Figure 1. Track usage over the die.
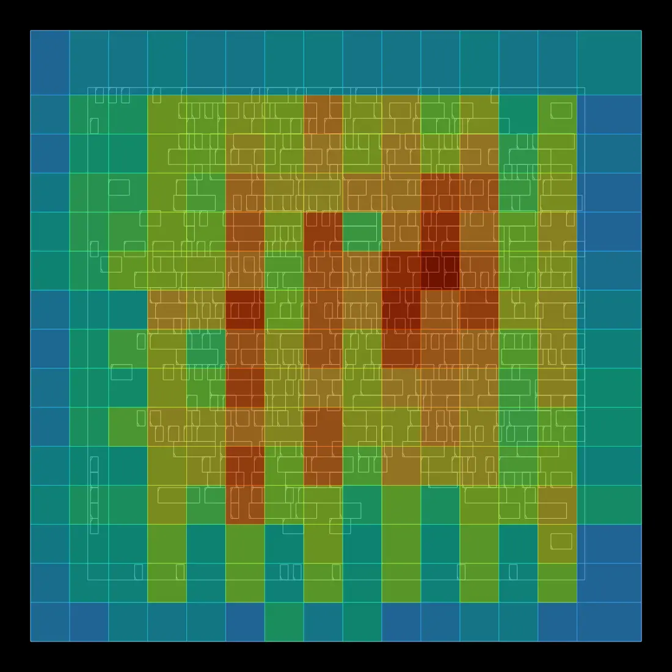
Figure 2. Met3 routing.
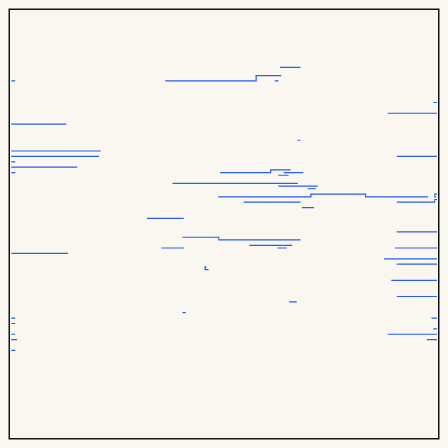
<file path="src/rtl/spi_cmd_ctrl_pkg.sv">
// Shared definitions for the SPI command sequencer: opcodes, FSM states and
// the status byte returned at the start of every frame.
package spi_cmd_pkg;

    localparam logic [7:0] OP_NOP     = 8'h00;
    localparam logic [7:0] OP_WRITE   = 8'h01;
    localparam logic [7:0] OP_READ    = 8'h02;
    localparam logic [7:0] OP_CLR_ERR = 8'h03;

    typedef enum logic [2:0] {
        IDLE,
        ADDR_HI,
        ADDR_LO,
        WR_DATA,
        RD_DATA,
        DISCARD
    } state_t;

    // Error flag sits in the MSB so the host can test the byte's sign.
    typedef struct packed {
        logic       err;
        logic [6:0] rsvd;
    } status_t;

    function automatic logic [7:0] status_byte(input logic err);
        status_t s;
        s.err  = err;
        s.rsvd = '0;
        return s;
    endfunction

endpackage

</file>
<file path="src/rtl/spi_cmd_ctrl.sv">
// SPI command sequencer: parses opcode/address/payload bytes and drives the
// framebuffer port. Define SPI_CMD_RDBACK_EN to enable the READ command.
module spi_cmd_ctrl
    import spi_cmd_pkg::*;
#(
    parameter int ADDR_W = 16,
    parameter int DATA_W = 8
) (
    input  logic              clk,
    input  logic              rst,
    input  logic              cs_active,
    input  logic              rx_valid,
    input  logic [DATA_W-1:0] rx_data,
    output logic [DATA_W-1:0] tx_data,
    output logic              wr_en,
    output logic [ADDR_W-1:0] wr_addr,
    output logic [DATA_W-1:0] wr_data,
    output logic              rd_en,
    output logic [ADDR_W-1:0] rd_addr,
    input  logic [DATA_W-1:0] rd_data,
    output logic              cmd_err
);

    state_t              state, state_next;
    logic [ADDR_W-1:0]   addr, addr_next;
    logic [ADDR_W-1:0]   addr_asm;
    logic [DATA_W-1:0]   addr_hi, addr_hi_next;
    logic [DATA_W-1:0]   opcode, opcode_next;
    logic                cmd_err_next;
    logic [DATA_W-1:0]   tx_next;
    logic                wr_en_next, rd_en_next;
    logic [ADDR_W-1:0]   wr_addr_next, rd_addr_next;
    logic [DATA_W-1:0]   wr_data_next;
    logic                op_read_ok;

    assign addr_asm = ADDR_W'({addr_hi, rx_data});

`ifdef SPI_CMD_RDBACK_EN
    logic rd_capture;
    assign op_read_ok = (rx_data == OP_READ);
`else
    logic rd_data_unused;
    assign op_read_ok     = 1'b0;
    assign rd_data_unused = ^rd_data;
`endif

    always_ff @(posedge clk) begin
        if (rst) begin
            state   <= IDLE;
            addr    <= '0;
            addr_hi <= '0;
            opcode  <= OP_NOP;
            cmd_err <= 1'b0;
            tx_data <= '0;
            wr_en   <= 1'b0;
            wr_addr <= '0;
            wr_data <= '0;
            rd_en   <= 1'b0;
            rd_addr <= '0;
`ifdef SPI_CMD_RDBACK_EN
            rd_capture <= 1'b0;
`endif
        end else begin
            state   <= state_next;
            addr    <= addr_next;
            addr_hi <= addr_hi_next;
            opcode  <= opcode_next;
            cmd_err <= cmd_err_next;
            tx_data <= tx_next;
            wr_en   <= wr_en_next;
            wr_addr <= wr_addr_next;
            wr_data <= wr_data_next;
            rd_en   <= rd_en_next;
            rd_addr <= rd_addr_next;
`ifdef SPI_CMD_RDBACK_EN
            rd_capture <= rd_en;
`endif
        end
    end

    // Chip-select low overrides everything, including a byte arriving in the
    // same cycle, so an aborted frame never produces a framebuffer access.
    always_comb begin
        state_next   = state;
        addr_next    = addr;
        addr_hi_next = addr_hi;
        opcode_next  = opcode;
        cmd_err_next = cmd_err;
        tx_next      = tx_data;
        wr_en_next   = 1'b0;
        wr_addr_next = wr_addr;
        wr_data_next = wr_data;
        rd_en_next   = 1'b0;
        rd_addr_next = rd_addr;

`ifdef SPI_CMD_RDBACK_EN
        if (rd_capture)
            tx_next = rd_data;
`endif

        if (!cs_active) begin
            state_next   = IDLE;
            opcode_next  = OP_NOP;
            addr_hi_next = '0;
            tx_next      = DATA_W'(status_byte(cmd_err));
        end else if (rx_valid) begin
            case (state)
                IDLE: begin
                    opcode_next = rx_data;
                    if (rx_data == OP_WRITE || op_read_ok) begin
                        state_next = ADDR_HI;
                    end else begin
                        state_next = DISCARD;
                        if (rx_data == OP_CLR_ERR)
                            cmd_err_next = 1'b0;
                        else if (rx_data != OP_NOP)
                            cmd_err_next = 1'b1;
                    end
                end
                ADDR_HI: begin
                    addr_hi_next = rx_data;
                    state_next   = ADDR_LO;
                end
                ADDR_LO: begin
                    addr_next = addr_asm;
                    if (opcode == OP_WRITE) begin
                        state_next = WR_DATA;
                    end else begin
`ifdef SPI_CMD_RDBACK_EN
                        state_next   = RD_DATA;
                        rd_en_next   = 1'b1;
                        rd_addr_next = addr_asm;
`else
                        state_next   = DISCARD;
`endif
                    end
                end
                WR_DATA: begin
                    wr_en_next   = 1'b1;
                    wr_addr_next = addr;
                    wr_data_next = rx_data;
                    addr_next    = addr + ADDR_W'(1);
                end
                RD_DATA: begin
`ifdef SPI_CMD_RDBACK_EN
                    rd_en_next   = 1'b1;
                    rd_addr_next = addr + ADDR_W'(1);
                    addr_next    = addr + ADDR_W'(1);
`else
                    state_next   = DISCARD;
`endif
                end
                DISCARD: ;
                default: state_next = IDLE;
            endcase
        end
    end

endmodule

</file>
<file path="config.mk">
export PLATFORM = sky130hd
export DESIGN_NAME = spi_cmd_ctrl
export DESIGN_NICKNAME = d
export VERILOG_FILES = /design/src/rtl/spi_cmd_ctrl_pkg.sv /design/src/rtl/spi_cmd_ctrl.sv
export SDC_FILE = /design/constraint.sdc
export NUM_CORES = 1
export LEC_CHECK = 0
export ABC_CLOCK_PERIOD_IN_PS = 4400
export CAP_MARGIN = 20
export CELL_PAD_IN_SITES_DETAIL_PLACEMENT = 1
export CELL_PAD_IN_SITES_GLOBAL_PLACEMENT = 1
export CORE_MARGIN = 10
export CORE_UTILIZATION = 38
export DETAILED_ROUTE_END_ITERATION = 12
export PLACE_DENSITY = 0.89
export SYNTH_ARGS = -nofsm -noshare
export SYNTH_HDL_FRONTEND = slang
export SYNTH_SLANG_ARGS = --single-unit
export TNS_END_PERCENT = 1
</file>
<file path="constraint.sdc">
create_clock -name clk -period 4.4 [get_ports clk]
set_input_delay 0.88 -clock clk [delete_from_list [all_inputs] [get_ports clk]]
set_output_delay 0.88 -clock clk [all_outputs]
set_load 0.01 [all_outputs]
</file>
==> GITHUB_STEP_SUMMARY <==
### Flow metrics

| Metric | Value |
|---|---|
| Result of the run | completed |
| Leading cell type by number of instances after synthesis | nand2_1 |
| Footprint of the flip-flops and latches | 1240 µm² |
| Design Area, Final | 3420 µm² |
| Vertical extent of the die | 108 µm |
| RSZ-0062 raised after global routing | no |
| Worst R2R Setup Slack | 1.92 ns |
| Share of Yosys cell area claimed by the top area cell type | 42.2% |
| Growth of design area from synthesis to finish | 16.3% |
| Global-route wire length before repair | 13,600 µm |
| Worst setup timing slack at the placement stage | 1.36 ns |
| Worst Tran Pin Value | 0.913 ns |
| Yosys-reported design area after synthesis | 2940 µm² |
| Horiz. Die Dim | 108 µm |
| Critical Path Sink | addr[10]$_SDFFE_PP0P_ |
| Post-Place Cells | 491 |
| Slowest stage delay, CP | 0.66 ns |
| Slowest-stage cell, CP | clkdlybuf4s50_1 |
| Final Critical Period | 2.67 ns |
| Worst hold margin | 0.458 ns |
| Clock share of power | 43.6% |
| Number of I/O pins | 71 |
| Worst skew pair latency | 0.35 ns |
| Switch Pwr | 0.000276 W |
| FFs w/ async S/R, synth | 0% |
| CTS hold repair buffers | 0 |
| Aggregate negative setup slack | 0 ns |
| Detailed Routing Iterations Pass 1 | 4 |
| Yosys warning count | 0 |
| Uppermost metal layer occupied by signal nets | met4 |
| CTS clk-pin slew, worst paths | 0.07 ns |
| Top fanout value on the critical path | 31 |
| Critical Path Sink Type | register |
| Largest net degree at the start of global routing | 49 |
| Placement row count | 32 |
| Hold path endpoint | wr_addr[2]$_SDFFE_PP0P_ |
Back to the opening pictures, Figure 1:
global routing met1 resource utilization: 17.4%
gr usage total: 14.5%
Avg WL per Cell: 16.5 µm
share of the core filled with cells in the final layout: 44.7%
global-route met3 utilization: 4.22%

Back to the opening pictures, Figure 2:
share of all routed wire: 5.3%
nets with wire on the layer: 39
wire length on this layer: 444 µm
main direction: horizontal
longest straight run: 31.3 µm
detailed-route via count: 2,636
Post-Route WL: 8330 µm

final cells by class:
cell class | instances | area share, %
Timing Repair Buffer | 41 | 11.8
Multi-Input combinational cell | 279 | 41.9
Clock buffer | 11 | 4.13
Tap cell | 102 | 3.73
Inverter | 7 | 0.768
Clock inverter | 4 | 1.39
Sequential cell | 62 | 36.3
flip-flops by register name (all words and copies together) (netlist names):
register,cells
wr_en,1
opcode,8
state,3
tx_data,1
wr_addr,16
addr_hi,8
wr_data,8
cmd_err,1
addr,16
worst max-delay path, delay by kind of cell:
kind            cells  cell delay, ns
compound gates      1            0.09
buf+inv             1            0.66
simple gates        3            1.29
placed cells by master (no fill, tap or decap), drive strengths merged, types with 2 or more instances in the layout:
cell type / synthesis / layout
a31oi: 6 / 6
o21ai: 4 / 4
nor3: 6 / 6
nor2b: 2 / 2
nand4: 7 / 7
nand2b: 4 / 4
nand2: 95 / 95
clkdlybuf4s50: 0 / 38
o31a: 3 / 3
or4: 2 / 2
a21oi: 50 / 50
conb: 1 / 24
nor4: 2 / 2
and4: 2 / 2
nor2: 13 / 13
o211ai: 2 / 2
buf: 38 / 3
nor4b: 2 / 2
clkbuf: 11 / 11
nand3b: 3 / 3
dfxtp: 62 / 62
nand3: 16 / 16
or3: 3 / 3
and3: 2 / 2
a22oi: 5 / 5
o32ai: 6 / 6
inv: 7 / 7
clkinv: 0 / 2
and2: 3 / 3
o311ai: 2 / 2
cell families (layout without fill, tap and decap cells):
| logic type | count (synthesis) | in the layout | share of synthesized area (%) |
|---|---|---|---|
| simple gates | 167 | 167 | 27.0 |
| compound gates | 86 | 86 | 17.9 |
| flops | 62 | 62 | 42.2 |
| buf+inv | 56 | 63 | 12.0 |
| fa+ha+maj | 1 | 1 | 0.425 |
| other cells | 1 | 24 | 0.127 |
| mux | 1 | 1 | 0.340 |
No activity file was given, so power comes from the tool's default toggle rates.
